Design sr_flag_scheduler, sky130hd; sources not shown.
==> images/placement.png <==
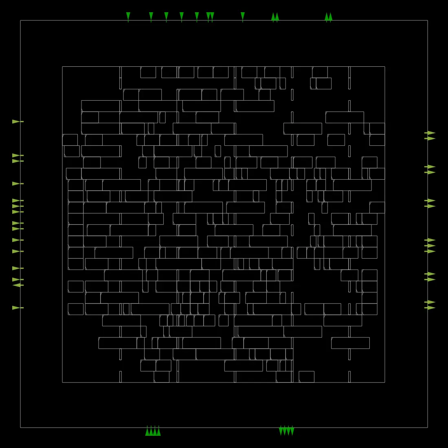
count of standard-cell rows: 28
Seq/total area: 36.1%
tap cells: 75
Seq Cell Count: 43
number of standard cells in the layout, taps in and fillers out: 330

==> images/flops_by_reg.png <==
Scale bar: 20 um.
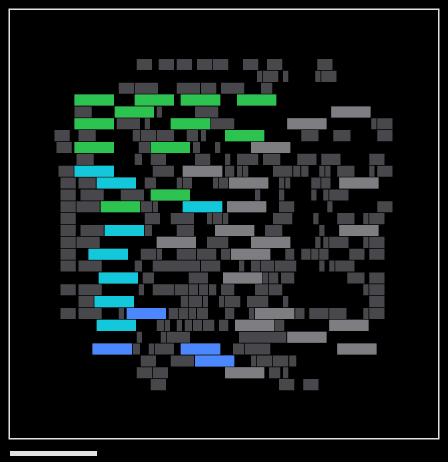
legend:
  blue:
    signal: `r_req_snap`
    flops: 4
  green:
    signal: `r_idx_snap`
    flops: 12
  cyan:
    signal: `r_op_snap`
    flops: 8
    where: left middle
fin util: 50.4%
power in sequential cells: 0.464 mW
Reg area: 1080 sq um

==> images/wires.png <==
Scale bar: 20 um.
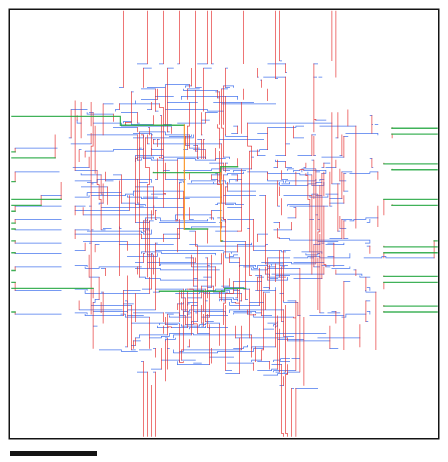
legend:
  green:
    layer: metal 3
    wire_length: 281 um
  blue:
    layer: metal 1
    wire_length: 2130 um
  orange:
    layer: metal 4
    wire_length: 39.4 um
  red:
    layer: metal 2
    wire_length: 2160 um
wire length per cell after detailed routing: 14.0 um
detailed-route via count: 1629
sum of routed wire length over all layers: 4600 um
combined global-route utilization of all metal layers: 9.91%

==> images/placement_by_type.png <==
Scale bar: 20 um. Fill, decap, tap and diode cells in gray.
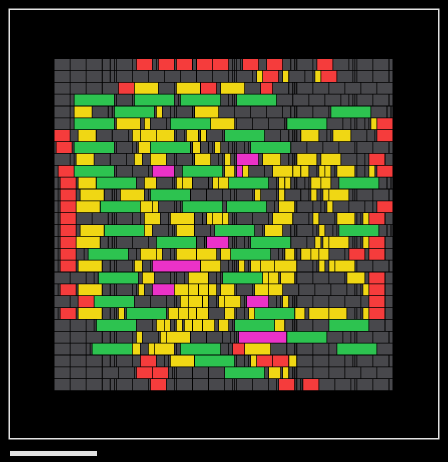
legend:
  yellow:
    class: combinational and other logic
    cells: 155
    share_of_their_area: 41%
  green:
    class: sequential cells
    cells: 43
    share_of_their_area: 37%
  magenta:
    class: clock drivers and dummy loads
    cells: 8
    share_of_their_area: 4.6%
  red:
    class: remaining buffers and delay cells
    cells: 49
    share_of_their_area: 17%
area of the core: 5920 sq um
post-layout instance area: 2980 sq um

==> images/logic_types.png <==
Scale bar: 20 um.
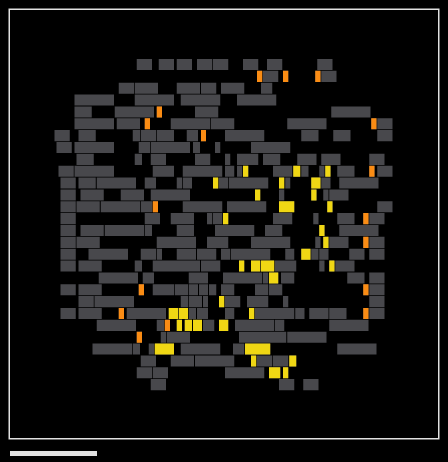
legend:
  yellow:
    family: nor cells
    cells: 33
  orange:
    family: inv cells
    cells: 17
most common logic cell in the routed design: clkdlybuf4s50_1
fraction of standard cell area in multi-input logic: 37.9%

==> tab_implementation.tex <==
% Table of physical implementation metrics
\begin{tabular}{lr}
\hline
Metric & Value \\
\hline
\multicolumn{2}{l}{\textbf{Synthesis}} \\
Dominant Register Cell & dfrtp\_1 \\
Fa+ha+maj area frac & 6.14\% \\
Count of flip-flops with a built-in enable after synthesis & 0 \\
Combined area of all synthesized cells & 2440 sq um \\
Synth flops & 43 \\
Number of cells produced by synthesis & 223 \\
Cell total in the yosys stat output & 223 \\
Sequential area share after synthesis & 44.0\% \\
\multicolumn{2}{l}{\textbf{Cells and area}} \\
Top cells excl fill/tap & clkdlybuf4s50\_1, dfrtp\_1 \\
Total inserted antenna cells & 0 \\
\multicolumn{2}{l}{\textbf{Worst setup path}} \\
Cell with the largest stage delay on the worst path & clkdlybuf4s50\_1 \\
Worst Reg2Reg Path Length in Cells & 7 \\
Highest net fanout along the worst path & 7 \\
Cell Chain, Critical Path & nand2b\_1 > nor3b\_1 > clkdlybuf4s50\_1 \\
Nature of the critical path endpoint & output port \\
\multicolumn{2}{l}{\textbf{Power}} \\
Power Combinational & 0.656 mW \\
Sw power & 0.510 mW \\
Relative contribution of combinational cells to total power & 48.7\% \\
Clock group power & 0.228 mW \\
Clock power frac & 16.9\% \\
Sequential group share of total power & 34.4\% \\
\multicolumn{2}{l}{\textbf{Placed design}} \\
Gpl congestion & 0.762 \\
Instance area at placement & 2850 sq um \\
Cells after DPL & 322 \\
Count of port buffers added during placement & 47 \\
\multicolumn{2}{l}{\textbf{Run}} \\
Stage-log warning count & 29 \\
Number of max-cap violations & 0 \\
\multicolumn{2}{l}{\textbf{Clock tree}} \\
Total clock sinks & 43 \\
CTS tree & built \\
Setup fix buffers added after clock tree synthesis & 0 \\
Count of hold-fix buffers inserted at cts & 0 \\
Longest Clk Path Bufs & 2 \\
\multicolumn{2}{l}{\textbf{Timing}} \\
Time the final worst path needs with I/O delays and setup & 3.41 ns \\
Post-layout worst setup margin & 3.54 ns \\
Hold Fails Final Rpt & 0 \\
Max-slew violation count & 0 \\
Worst slew pin tran & 0.819 ns \\
Unrepaired setup endpoints after global routing & no \\
\multicolumn{2}{l}{\textbf{GRT}} \\
Number of antenna violations at the first check in global routing & 0 \\
Pin count of the biggest net entering global routing & 44 \\
Met1 demand-to-capacity share in global routing & 11.4\% \\
Met2 Resource Use GR & 16.7\% \\
M3 GR Usage & 3.74\% \\
\multicolumn{2}{l}{\textbf{Routing}} \\
Uppermost layer routed & met4 \\
Detailed-routed wire length on met3 & 281 um \\
Pre-Repair DR Iteration Count & 4 \\
Number of nets with antenna violations after detailed routing & 0 \\
\multicolumn{2}{l}{\textbf{Hold path}} \\
Hold path cells & 1 \\
Min-Delay Path Class & flop to flop \\
\multicolumn{2}{l}{\textbf{Run status}} \\
Run status & completed \\
\multicolumn{2}{l}{\textbf{Die}} \\
Ports & 48 \\
\hline
\end{tabular}
## synthesized netlist by cell type (4+ instances only)
library cell / count / area, sq um
dfrtp_1: 43 / 1080
buf_4: 17 / 128
inv_1: 17 / 63.8
mux2_4: 17 / 255
nand2_1: 17 / 63.8
nor2_1: 17 / 63.8
mux2_2: 14 / 158
ha_1: 12 / 150
nor2b_1: 7 / 43.8
a31oi_1: 6 / 37.5
a21oi_1: 5 / 25.0
a221o_1: 5 / 50.1
nand3b_1: 5 / 37.5
o21ai_0: 4 / 20.0
## area by class of cell
class / instances / area [sq um]
fill: 566 / 2940
multi-input combinational: 138 / 1130
sequential: 43 / 1080
timing repair buffer: 49 / 485
tap: 75 / 93.8
clock buffer: 6 / 72.6
inverter: 17 / 63.8
clock inverter: 2 / 60.1
Power figures rest on the tool's default switching activity, not on a simulated workload.
